<file path="config.mk">
export PLATFORM = sky130hd
export DESIGN_NAME = int_ctrl
export DESIGN_NICKNAME = d
export VERILOG_FILES = /design/src/rtl/int_ctrl_pkg.sv /design/src/rtl/int_prio_enc.sv /design/src/rtl/int_ctrl.sv
export SDC_FILE = /design/constraint.sdc
export NUM_CORES = 1
export LEC_CHECK = 0
export ABC_AREA = 0
export CAP_MARGIN = 20
export CORE_MARGIN = 3
export CORE_UTILIZATION = 50
export CTS_CLUSTER_SIZE = 14
export DETAILED_ROUTE_END_ITERATION = 8
export PLACE_DENSITY = 0.78
export SETUP_SLACK_MARGIN = 0.1
export SLEW_MARGIN = 15
export SYNTH_ARGS = -nofsm -noshare
export SYNTH_HDL_FRONTEND = slang
export SYNTH_HIERARCHICAL = 1
export SYNTH_SLANG_ARGS = --single-unit
</file>
<file path="constraint.sdc">
create_clock -name clock -period 3.6 [get_ports clock]
set_input_delay 0.72 -clock clock [delete_from_list [all_inputs] [get_ports clock]]
set_output_delay 0.72 -clock clock [all_outputs]
set_load 0.02 [all_outputs]
</file>
<file path="src/rtl/int_ctrl_pkg.sv">
// ============================================================================
// Module      : int_ctrl_pkg
// Description : Shared types and constants for the interrupt controller:
//               FSM state encoding, default MMIO register addresses and the
//               width of the source index.
// Revision    : 1.0 - initial release
// ============================================================================
`default_nettype none

package int_ctrl_pkg;

    // Width of a source index; enough for up to 8 sources.
    localparam int ID_W = 3;

    // Default MMIO addresses (top of the 8-bit data-memory space).
    localparam logic [7:0] DEF_ADDR_MASK  = 8'd248;
    localparam logic [7:0] DEF_ADDR_PEND  = 8'd247;
    localparam logic [7:0] DEF_ADDR_VBASE = 8'd246;
    localparam logic [7:0] DEF_ADDR_EOI   = 8'd245;

    typedef enum logic [1:0] {
        ST_IDLE    = 2'd0,
        ST_REQ     = 2'd1,
        ST_SERVICE = 2'd2
    } state_t;

endpackage

`default_nettype wire

</file>
<file path="src/rtl/int_prio_enc.sv">
// ============================================================================
// Module      : int_prio_enc
// Description : Combinational priority encoder. Reports whether any bit of
//               the input vector is set and the index of the lowest set bit.
// Revision    : 1.0 - initial release
// Ports       : vec   in  N      request vector
//               valid out 1      at least one bit set
//               idx   out IDX_W  lowest set index (0 when !valid)
// ============================================================================
`default_nettype none

module int_prio_enc #(
    parameter int N     = 4,
    parameter int IDX_W = 3
) (
    input  logic [N-1:0]     vec,
    output logic             valid,
    output logic [IDX_W-1:0] idx
);

    always_comb begin
        valid = |vec;
        idx   = '0;
        // Scan downward so the lowest set bit is the last one to assign.
        for (int i = N - 1; i >= 0; i--) begin
            if (vec[i]) begin
                idx = IDX_W'(i);
            end
        end
    end

endmodule

`default_nettype wire

</file>
<file path="src/rtl/int_ctrl.sv">
// ============================================================================
// Module      : int_ctrl
// Description : Multi-source interrupt controller. Latches rising edges of
//               the sources into PEND, masks them with MASK, requests the
//               lowest-index pending source with vector VBASE+(id<<VEC_SHIFT)
//               and holds it in service until software writes EOI.
// Revision    : 1.0 - initial release
// Config      : INT_CTRL_SYNC_EN - when defined, every source passes through
//               a 2-flop synchronizer before edge detection (+2 cycles).
// Ports       : clock, reset_n        clock / async active-low reset
//               src_i     in  N_SRC   source levels, rising edge = event
//               addr_i    in  8       MMIO address
//               wdata_i   in  8       MMIO write data
//               w_en_i    in  1       MMIO write enable
//               rdata_o   out 8       read data (0 when no register hit)
//               hit_o     out 1       addr_i selects a controller register
//               int_ack_i in  1       CPU has taken the vector
//               int_req_o out 1       interrupt request
//               int_vec_o out 8       vector of the current request
// ============================================================================
`default_nettype none

module int_ctrl
    import int_ctrl_pkg::*;
#(
    parameter int         N_SRC      = 4,
    parameter int         VEC_SHIFT  = 2,
    parameter logic [7:0] ADDR_MASK  = DEF_ADDR_MASK,
    parameter logic [7:0] ADDR_PEND  = DEF_ADDR_PEND,
    parameter logic [7:0] ADDR_VBASE = DEF_ADDR_VBASE,
    parameter logic [7:0] ADDR_EOI   = DEF_ADDR_EOI
) (
    input  logic             clock,
    input  logic             reset_n,
    input  logic [N_SRC-1:0] src_i,
    input  logic [7:0]       addr_i,
    input  logic [7:0]       wdata_i,
    input  logic             w_en_i,
    output logic [7:0]       rdata_o,
    output logic             hit_o,
    input  logic             int_ack_i,
    output logic             int_req_o,
    output logic [7:0]       int_vec_o
);

    state_t            state, state_nxt;
    logic [N_SRC-1:0]  src_s, src_hist, src_rise;
    logic [N_SRC-1:0]  pend, mask, clr, id_oh;
    logic [7:0]        vbase, vbase_frz, vec_base, vec_off;
    logic [ID_W-1:0]   id, prio_id;
    logic              prio_valid, ack_clr;
    logic              sel_mask, sel_pend, sel_vbase, sel_eoi;
    logic [7:0]        pend_ext, mask_ext;

`ifdef INT_CTRL_SYNC_EN
    logic [N_SRC-1:0]  sync1, sync2;

    always_ff @(posedge clock or negedge reset_n) begin
        if (!reset_n) begin
            sync1 <= '0;
            sync2 <= '0;
        end else begin
            sync1 <= src_i;
            sync2 <= sync1;
        end
    end

    assign src_s = sync2;
`else
    assign src_s = src_i;
`endif

    assign src_rise = src_s & ~src_hist;

    // Register decode
    assign sel_mask  = (addr_i == ADDR_MASK);
    assign sel_pend  = (addr_i == ADDR_PEND);
    assign sel_vbase = (addr_i == ADDR_VBASE);
    assign sel_eoi   = (addr_i == ADDR_EOI);
    assign hit_o     = sel_mask | sel_pend | sel_vbase | sel_eoi;

    int_prio_enc #(
        .N     (N_SRC),
        .IDX_W (ID_W)
    ) u_prio (
        .vec   (pend & mask),
        .valid (prio_valid),
        .idx   (prio_id)
    );

    // One-hot of the in-service id, avoids indexing with a wider index.
    always_comb begin
        id_oh = '0;
        for (int i = 0; i < N_SRC; i++) begin
            if (id == ID_W'(i)) begin
                id_oh[i] = 1'b1;
            end
        end
    end

    always_comb begin
        state_nxt = state;
        ack_clr   = 1'b0;
        case (state)
            ST_IDLE: begin
                if (prio_valid) begin
                    state_nxt = ST_REQ;
                end
            end
            ST_REQ: begin
                // Ack takes precedence over withdrawal and over a same-cycle EOI.
                if (int_ack_i) begin
                    state_nxt = ST_SERVICE;
                    ack_clr   = 1'b1;
                end else if (!(|(pend & id_oh)) || !(|(mask & id_oh))) begin
                    state_nxt = ST_IDLE;
                end
            end
            ST_SERVICE: begin
                if (w_en_i && sel_eoi) begin
                    state_nxt = ST_IDLE;
                end
            end
            default: state_nxt = ST_IDLE;
        endcase
    end

    // New edges win over software W1C and over the ack clear.
    assign clr = ((w_en_i && sel_pend) ? wdata_i[N_SRC-1:0] : '0)
               | (ack_clr ? id_oh : '0);

    always_ff @(posedge clock or negedge reset_n) begin
        if (!reset_n) begin
            state     <= ST_IDLE;
            src_hist  <= '0;
            pend      <= '0;
            mask      <= '0;
            vbase     <= '0;
            vbase_frz <= '0;
            id        <= '0;
            int_req_o <= 1'b0;
        end else begin
            state     <= state_nxt;
            src_hist  <= src_s;
            pend      <= (pend & ~clr) | src_rise;
            int_req_o <= (state_nxt == ST_REQ);
            if (state == ST_IDLE && prio_valid) begin
                id        <= prio_id;
                vbase_frz <= vbase;
            end
            if (w_en_i && sel_mask) begin
                mask <= wdata_i[N_SRC-1:0];
            end
            if (w_en_i && sel_vbase) begin
                vbase <= wdata_i;
            end
        end
    end

    // Vector follows VBASE while idle, frozen to the sampled base otherwise.
    assign vec_base  = (state == ST_IDLE) ? vbase : vbase_frz;
    assign vec_off   = {{(8 - ID_W){1'b0}}, id} << VEC_SHIFT;
    assign int_vec_o = vec_base + vec_off;

    always_comb begin
        pend_ext              = '0;
        pend_ext[N_SRC-1:0]   = pend;
        mask_ext              = '0;
        mask_ext[N_SRC-1:0]   = mask;
    end

    always_comb begin
        rdata_o = 8'h00;
        if (sel_mask) begin
            rdata_o = mask_ext;
        end else if (sel_pend) begin
            rdata_o = pend_ext;
        end else if (sel_vbase) begin
            rdata_o = vbase;
        end else if (sel_eoi) begin
            rdata_o = {state, 3'b000, id};
        end
    end

endmodule

`default_nettype wire

</file>
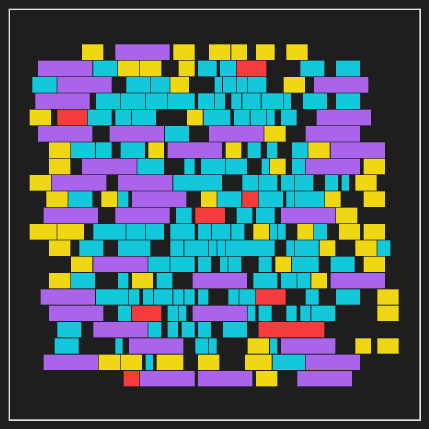
Run 1: placed cells, one colour a class
(6 px per µm)
combinational and other logic -> cyan  # cells 127
flops -> purple  # cells 34
other buffers and delay cells -> yellow  # cells 55
clock drivers and dummy loads -> red  # cells 8

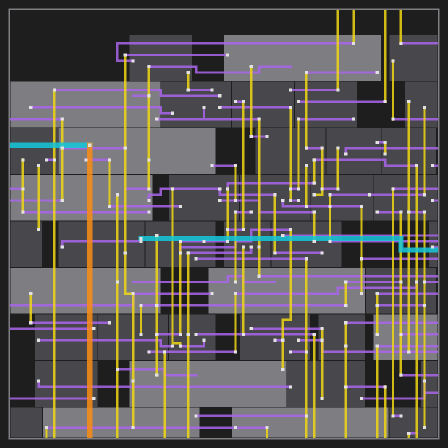
Run 1: a small window of the routed layout
Window x 5 to 30, y 39 to 64 µm. Cells in grey, sequential cells in the stronger grey; small squares are vias.
metal 4 -> orange
metal 3 -> cyan
metal 2 -> yellow
metal 1 -> purple
cells with their middle in the window = 38
netlist names of flops here include = vbase (4), vbase_frz (4)
most frequent = mux2_2 (10), dfrtp_1 (9), clkdlybuf4s50_1 (8)
sequential cells in the window = 9

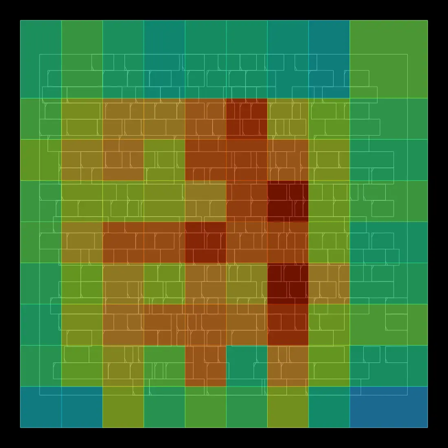
Run 1: congestion heat map
layer with the highest usage: met2
met2 Track Usage GR: 0.3730

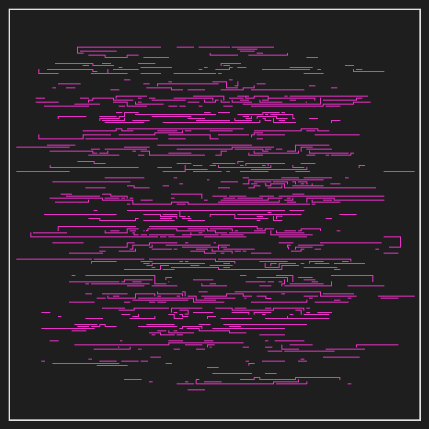
Run 1: M1 wires
(6 px per µm)
nets with wire on the layer = 223
wire length on this layer = 2210 µm

==> metrics.log, run 1 <==
[metrics] run summary
[metrics] outcome: complete, no violations
[metrics] Warnings, synthesis: 6
[metrics] max_slew headroom: 0.3376
[metrics] largest class: logic gates
[metrics] final routed wirelength across all metal layers: 5057 µm
[metrics] main logic family after synthesis: multiplexers
[metrics] die boundary height: 68.24 µm
[metrics] share of flip-flops with an asynchronous set or reset: 1.000
[metrics] setup repair bufs after CTS: 0
[metrics] average footprint of a synthesized cell: 11.39 µm²
[metrics] Routed wire per std cell: approximately 19 µm
[metrics] Multi-Input Combinational: 121
[metrics] final non-filler cell total: 270
[metrics] transition at the pin with the smallest max-transition slack: 0.9931 ns
[metrics] part of the power in the clock network: 0.286
[metrics] list of cells traversed by the critical path: nor2_4 -> mux2_2 -> ha_1 -> fa_2 -> a21o_1 -> a311o_1 -> o22ai_1 -> buf_4
[metrics] mux frac, synth: 0.2151
[metrics] number of instances in the synthesized netlist: 170
[metrics] most repeated cell in the gate-level netlist after synthesis: dfrtp_1
[metrics] fraction of power consumed by combinational cells: 0.333
[metrics] final critical-path required period: 3.406 ns
[metrics] most instantiated logic cells after routing: dfrtp_1, clkdlybuf4s50_1, mux2_2
[metrics] startpoint of the lowest-slack hold path: src_hist[1]
[metrics] clock slew at reported path FFs: about 0.070 ns
[metrics] worst path bufs/invs: 1
[metrics] cell family contributing the most delay on the critical path: AND-OR/OR-AND gates
[metrics] via total after detailed routing: 1573
[metrics] wire length on met2: 2371 µm
[metrics] wire length of the first global-routing pass: 8059 µm
[metrics] flip-flop and latch count after synthesis: 34
[metrics] area of the core region: 3521 µm²
[metrics] area after detailed placement: 2460 µm²
[metrics] longest individual stage delay on the worst path: 0.41 ns
[metrics] total count of hold-check failures in the final report: 0
[metrics] non-clk buf share: 0.2013
[metrics] initial drt markers: 102
[metrics] required time reported for the critical path endpoint: roughly 2.9 ns
[metrics] startpoint types: register
[metrics] overall overflow remaining after global route: 0
[metrics] startpoint of the lowest-slack register-to-register path: mask[0]
[metrics] Top-area cell share: 0.4393
[metrics] count of cells along the worst hold path: 1
[metrics] top cells by instance count after synthesis: dfrtp_1, mux2_2
[metrics] yosys stat cell total: approximately 170
[metrics] Worst R2R End: id[0]
[metrics] Clock Tree Buf Depth: 2
[metrics] Top cells by area: dfrtp_1, mux2_2, mux2_4
--- run 2 (diff from run 1) ---
--- a/config.mk
+++ b/config.mk
@@ -13,6 +13,7 @@
 export DETAILED_ROUTE_END_ITERATION = 8
 export PLACE_DENSITY = 0.78
 export SETUP_SLACK_MARGIN = 0.1
+export SKIP_LAST_GASP = 1
 export SLEW_MARGIN = 15
 export SYNTH_ARGS = -nofsm -noshare
 export SYNTH_HDL_FRONTEND = slang
==> constraint.sdc (replaced) <==
create_clock -name clock -period 3.6 [get_ports clock]
set_input_delay 0.72 -clock clock [delete_from_list [all_inputs] [get_ports clock]]
set_output_delay 0.72 -clock clock [all_outputs]
set_load 0.005 [all_outputs]
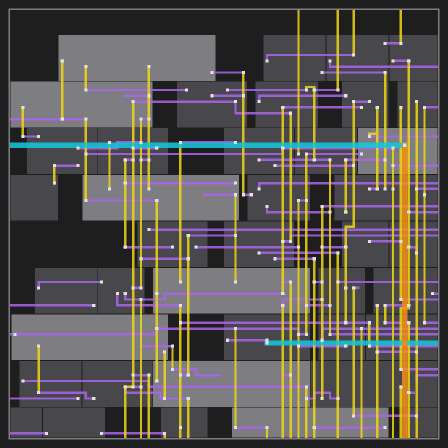
Run 2: a small window of the routed layout
Window x 5 to 30, y 39 to 64 µm. Cells in grey, sequential cells in the stronger grey; small squares are vias.
metal 2 -> yellow
metal 3 -> cyan
metal 1 -> purple
metal 4 -> orange
netlist names of flops here include = vbase (4), vbase_frz (4)
most frequent = clkdlybuf4s50_1 (10), mux2_2 (8), dfrtp_1 (8)
sequential cells in the window = 8
cells with their middle in the window = 39

==> run 2 against run 1 <==
Compared with the run above: area after synthesis stayed put; critical endpoint unchanged; worst hold slack worse by 0.0099 ns; setup slack worse by 0.048 ns; clock power down 9.4%; clock skew shrank 0.0041 ns; register-to-register slack worse by 0.06 ns; count of clock-buffer cells in the layout rose by 3; first-iteration DRC count rose by 51%; cell count rose by 0.37%.
==> metrics.log, run 2 <==
[metrics] run summary
[metrics] outcome: complete, no violations
[metrics] Clock Tree Buf Depth: 2 (unchanged)
[metrics] final critical-path required period: 3.453 ns (+0.04754 ns)
[metrics] die boundary height: 68.24 µm (unchanged)
[metrics] Skew-Pair Late Insertion Delay: 0.28 ns
[metrics] overall overflow remaining after global route: 0 (unchanged)
[metrics] highest layer used for signal routing: met4
[metrics] startpoint types: register
[metrics] layer with the highest usage: met2
[metrics] count of hold buffers inserted by post-cts repair: 0
[metrics] Top cells by area: dfrtp_1, mux2_2, mux2_4
[metrics] area fraction in compound gates after synthesis: 0.1169
[metrics] mux frac, synth: 0.2151 (unchanged)
[metrics] share of flip-flops with an asynchronous set or reset: 1.000 (unchanged)
[metrics] routability congestion estimate from global placement: about 0.9
[metrics] top cells by instance count after synthesis: dfrtp_1, mux2_2
[metrics] list of cells traversed by the critical path: nor2_4 -> buf_4 -> mux2_2 -> fa_2 -> a21o_1 -> buf_4 -> buf_4 -> a21oi_1 -> o22ai_1 -> dlygate4sd2_1
[metrics] Clock Skews: 0.003618 ns
[metrics] startpoint of the lowest-slack register-to-register path: state[0]
[metrics] HP Class: register to register
[metrics] met2 Track Usage GR: 0.3863 (+0.01324)
[metrics] max_slew headroom: 0.3653 (+0.02768)
[metrics] yosys stat cell total: 170 (unchanged)
[metrics] wire length of the first global-routing pass: 8390 µm (+4.1%)
[metrics] flip-flop and latch count after synthesis: 34 (unchanged)
[metrics] synthesized area: 1937 µm²
[metrics] total count of hold-check failures in the final report: 0 (unchanged)
[metrics] power density relative to cell area: 465.5 nW/µm²
[metrics] average footprint of a synthesized cell: 11.39 µm² (unchanged)
[metrics] pin count of the biggest net entering global routing: 35
[metrics] Routed wire per std cell: 19.14 µm (+2.2%)
[metrics] area enclosed by the die boundary: between 4000 and 5000 µm²
[metrics] Top-area cell share: 0.4393 (unchanged)
[metrics] worst setup path endpoint: int_vec_o[6]
[metrics] count of cells along the worst hold path: 1 (unchanged)
[metrics] net switching component of the power: 0.3614 mW
[metrics] growth of design area from synthesis to finish: 35.79%
[metrics] area after detailed placement: 2430 µm² (-1.2%)
[metrics] initial drt markers: 154 (+51%)
[metrics] required time reported for the critical path endpoint: 2.88 ns (about the same)
[metrics] final non-filler cell total: 271 (+0.37%)
[metrics] clock slew at reported path FFs: 0.07 ns (about the same)
[metrics] transition at the pin with the smallest max-transition slack: 0.9516 ns (-0.04150 ns)
[metrics] startpoint of the lowest-slack hold path: src_hist[3]
[metrics] via total after detailed routing: 1617 (+2.8%)
[metrics] most instantiated logic cells after routing: clkdlybuf4s50_1, dfrtp_1, mux2_2
[metrics] ys flop type: dfrtp_1
[metrics] wire length on met2: 2485 µm (+4.8%)
[metrics] Boundary Pins: about 42
[metrics] setup repair bufs after CTS: 2 (+2)
[metrics] main logic family after synthesis: multiplexers
[metrics] part of the power in the clock network: 0.266 (-0.020)
[metrics] cell family contributing the most delay on the critical path: buffers and inverters
[metrics] Multi-Input Combinational: 121 (unchanged)
[metrics] final routed wirelength across all metal layers: 5187 µm (+2.6%)
[metrics] Worst R2R End: vbase_frz[2]
[metrics] area of the core region: 3521 µm² (unchanged)
[metrics] worst path bufs/invs: 4 (+3)
[metrics] non-clk buf share: 0.1984 (-0.002875)
[metrics] nonclk buf count: 56
[metrics] max-slew violation count: 0
[metrics] simple-gate share of the synthesized area: 0.1460
[metrics] longest individual stage delay on the worst path: 0.41 ns (about the same)
[metrics] Critical Path Most Common Cell: buf_4
Power is estimated from default activity; no workload was simulated.
